File: src/rtl/fetch_controller.sv
`default_nettype none
// ============================================================================
//  Module      : fetch_controller
//  Description : Instruction fetch sequencer. Holds the fetch PC, drives the
//                instruction memory address, captures each returned word with
//                its PC into an in-order queue, and presents the queue head to
//                decode over a valid/ready handshake. Trap entry and taken
//                branch/jump redirects flush the queue and restart fetch.
//                Fetches past the end of memory or to a misaligned redirect
//                target halt fetch and raise a sticky fault.
//  Ports       : clk, reset            - clock and synchronous active-high reset
//                imem_pc / imem_inst   - memory address out, same-cycle word in
//                redirect_valid/_pc    - taken branch/jump target
//                trap_valid            - trap entry, restart at TRAP_VEC
//                out_valid/ready/inst/pc - decode handshake (queue head)
//                fetch_fault           - sticky fetch halt indication
//                q_count               - queue occupancy
//  Revision    : 1.0 - initial release
// ============================================================================
module fetch_controller #(
  parameter int unsigned DEPTH     = 4,
  parameter logic [31:0] RESET_PC  = 32'd0,
  parameter logic [31:0] TRAP_VEC  = 32'd700,
  parameter int unsigned MEM_BYTES = 1024
) (
  input  logic                     clk,
  input  logic                     reset,
  output logic [31:0]              imem_pc,
  input  logic [31:0]              imem_inst,
  input  logic                     redirect_valid,
  input  logic [31:0]              redirect_pc,
  input  logic                     trap_valid,
  output logic                     out_valid,
  input  logic                     out_ready,
  output logic [31:0]              out_inst,
  output logic [31:0]              out_pc,
  output logic                     fetch_fault,
  output logic [$clog2(DEPTH):0]   q_count
);

  localparam int unsigned c_AW = $clog2(DEPTH);
  localparam int unsigned c_CW = c_AW + 1;
  localparam logic [c_CW-1:0] c_DEPTH_CNT = c_CW'(DEPTH);
  // Memory limit widened to 33 bits so fpc+4 near 2^32 cannot wrap.
  localparam logic [32:0] c_MEM_LIM = 33'(MEM_BYTES);

  typedef enum logic [0:0] {
    ST_RUN   = 1'b0,
    ST_FAULT = 1'b1
  } state_t;

  state_t            r_state;
  state_t            w_state_nxt;
  logic [31:0]       r_fpc;
  logic [31:0]       w_fpc_nxt;
  logic              r_fault;
  logic              w_fault_nxt;
  logic [c_AW-1:0]   r_head;
  logic [c_AW-1:0]   r_tail;
  logic [c_CW-1:0]   r_count;
  logic [31:0]       r_q_pc   [DEPTH];
  logic [31:0]       r_q_inst [DEPTH];

  logic              w_flush;
  logic              w_pop;
  logic              w_push;
  logic              w_in_range;
  logic              w_redir_bad;

  assign w_flush     = trap_valid | redirect_valid;
  // A pop coinciding with a flush is dropped along with the rest of the queue.
  assign w_pop       = out_valid & out_ready & ~w_flush;
  assign w_in_range  = ({1'b0, r_fpc} + 33'd4) <= c_MEM_LIM;
  assign w_redir_bad = (redirect_pc[1:0] != 2'b00) |
                       (({1'b0, redirect_pc} + 33'd4) > c_MEM_LIM);

  // --------------------------------------------------------------------------
  // Next-state / fetch control
  // --------------------------------------------------------------------------
  always_comb begin
    w_state_nxt = r_state;
    w_fpc_nxt   = r_fpc;
    w_fault_nxt = r_fault;
    w_push      = 1'b0;
    if (trap_valid) begin
      w_state_nxt = ST_RUN;
      w_fpc_nxt   = TRAP_VEC;
      w_fault_nxt = 1'b0;
    end else if (redirect_valid) begin
      w_fpc_nxt = redirect_pc;
      if (w_redir_bad) begin
        w_state_nxt = ST_FAULT;
        w_fault_nxt = 1'b1;
      end else begin
        w_state_nxt = ST_RUN;
        w_fault_nxt = 1'b0;
      end
    end else if (r_state == ST_RUN) begin
      if (!w_in_range) begin
        // Running off the end of memory: halt with fpc held.
        w_state_nxt = ST_FAULT;
        w_fault_nxt = 1'b1;
      end else if ((r_count < c_DEPTH_CNT) || w_pop) begin
        w_push    = 1'b1;
        w_fpc_nxt = r_fpc + 32'd4;
      end
    end
  end

  // --------------------------------------------------------------------------
  // State, PC and queue registers
  // --------------------------------------------------------------------------
  always_ff @(posedge clk) begin
    if (reset) begin
      r_state <= ST_RUN;
      r_fpc   <= RESET_PC;
      r_fault <= 1'b0;
      r_head  <= '0;
      r_tail  <= '0;
      r_count <= '0;
      for (int i = 0; i < int'(DEPTH); i++) begin
        r_q_pc[i]   <= 32'd0;
        r_q_inst[i] <= 32'd0;
      end
    end else begin
      r_state <= w_state_nxt;
      r_fpc   <= w_fpc_nxt;
      r_fault <= w_fault_nxt;
      if (w_flush) begin
        r_head  <= '0;
        r_tail  <= '0;
        r_count <= '0;
      end else begin
        if (w_push) begin
          r_q_pc[r_tail]   <= r_fpc;
          r_q_inst[r_tail] <= imem_inst;
          r_tail           <= r_tail + 1'b1;
        end
        if (w_pop) begin
          r_head <= r_head + 1'b1;
        end
        if (w_push && !w_pop) begin
          r_count <= r_count + 1'b1;
        end else if (w_pop && !w_push) begin
          r_count <= r_count - 1'b1;
        end
      end
    end
  end

  assign imem_pc     = r_fpc;
  assign out_valid   = (r_count != '0);
  assign out_inst    = r_q_inst[r_head];
  assign out_pc      = r_q_pc[r_head];
  assign fetch_fault = r_fault;
  assign q_count     = r_count;

endmodule
`default_nettype wire

File: config.mk
export PLATFORM = sky130hd
export DESIGN_NAME = fetch_controller
export DESIGN_NICKNAME = d
export VERILOG_FILES = /design/src/rtl/fetch_controller.sv
export SDC_FILE = /design/constraint.sdc
export NUM_CORES = 1
export LEC_CHECK = 0
export ABC_AREA = 1
export CORE_MARGIN = 10
export CORE_UTILIZATION = 50
export DETAILED_ROUTE_END_ITERATION = 6
export HOLD_SLACK_MARGIN = 0.15
export PLACE_DENSITY = 0.75
export SETUP_SLACK_MARGIN = 0.3
export SLEW_MARGIN = 20
export SYNTH_ARGS = -nofsm -noshare
export SYNTH_HDL_FRONTEND = slang
export SYNTH_SLANG_ARGS = --single-unit
File: constraint.sdc
create_clock -name clk -period 7.19 [get_ports clk]
set_input_delay 1.0785 -clock clk [delete_from_list [all_inputs] [get_ports clk]]
set_output_delay 1.0785 -clock clk [all_outputs]
set_load 0.03 [all_outputs]
### Logic cells by family

Scale: 2 px per µm.
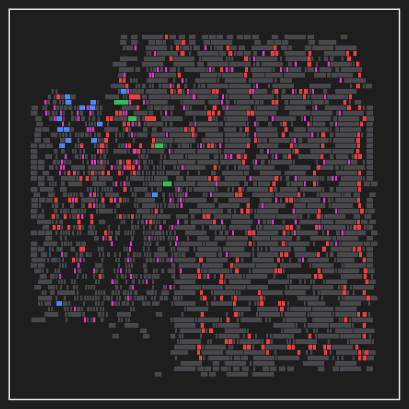
family	colour	cells
aoi and oai cells	red	257
inv cells	magenta	162
xor and xnor cells	blue	15
fa/ha/maj cells	green	4

### Routing congestion map

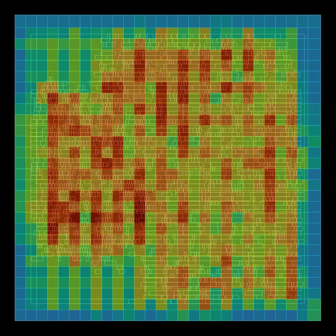
GRT busiest layer: met2
global-route met3 utilization: 4.10%
GR met2 Demand/Resource: 35.8%

==> CHANGELOG.md <==
### Implementation results

- Critical Path Sink: out_pc[5]
- Met3 wire len: 3410 µm
- Gate count of the mapped netlist: 1,653
- Overall Power: 3.89 mW
- Uppermost routed layer: met4
- Clock-net power: 1.44 mW
- NonClk Buf Share: 9.81%
- Critical-path cell list: buf_4 > clkinv_1 > buf_4 > o21ai_0 > o22ai_1 > clkdlybuf4s50_1
- Worst skew pair latency: 0.56 ns
- FP Util: 51.0%
- Repair and plain buffers: 184
- # Cells Yosys: 1,653
- Largest delay share family, worst path: buffers and inverters
- Vias: 12,300
- Pre-antenna DRT Iters: 6
- Area delta synth->final: 20.9%
- Pwr top: sequential cells
- Die Span Y: 194 µm
- MUX share of area: 0.0658%
- Final ANT Viol Nets: 0
- Largest type area fraction: 50.6%
- CTS Root Buffer Type: clkbuf_16
- Clock Skew: 0.0251 ns
- Synth Seq Share: 56.2%
- M1 WL: 17,000 µm
- Clk sinks: 299
- Tool warnings: 28
- Status: completed
- And-or/or-and share of the synthesized area: 9.08%
- Nets@finish: 1,945
- Final WS setup: 2.47 ns
- Switch share: 25.0%
- Reg power frac: 51.9%
- Reg2reg start: imem_pc[4]
- Top cell excl fill/tap: nor2_1
- Leakage: 7.11 nW
- DRT iter0 DRCs: 1,158
- Rows: 63
### Met2 routing

Scale: 1.5 px per µm.
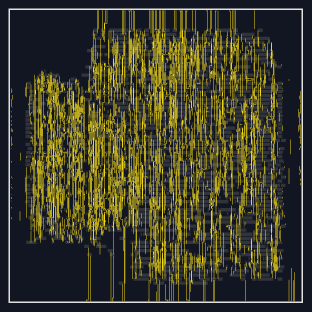
nets with wire on the layer	1,529
longest straight run	68.7 µm
wire length on this layer	20.2 mm
main direction	vertical

### Register map, names as in the netlist

Scale: 2 px per µm.
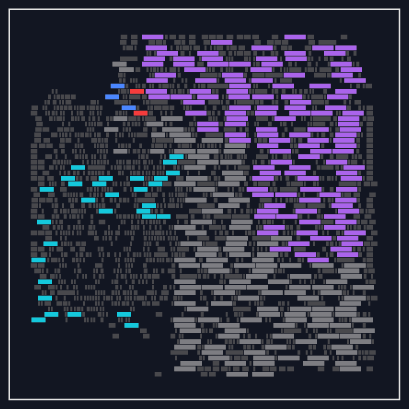
name in the netlist	colour	placed flops
imem_pc	cyan	30
q_count	blue	3
r_tail	red	2
r_q_inst	purple	128

Power and IR drop assume default switching activity.
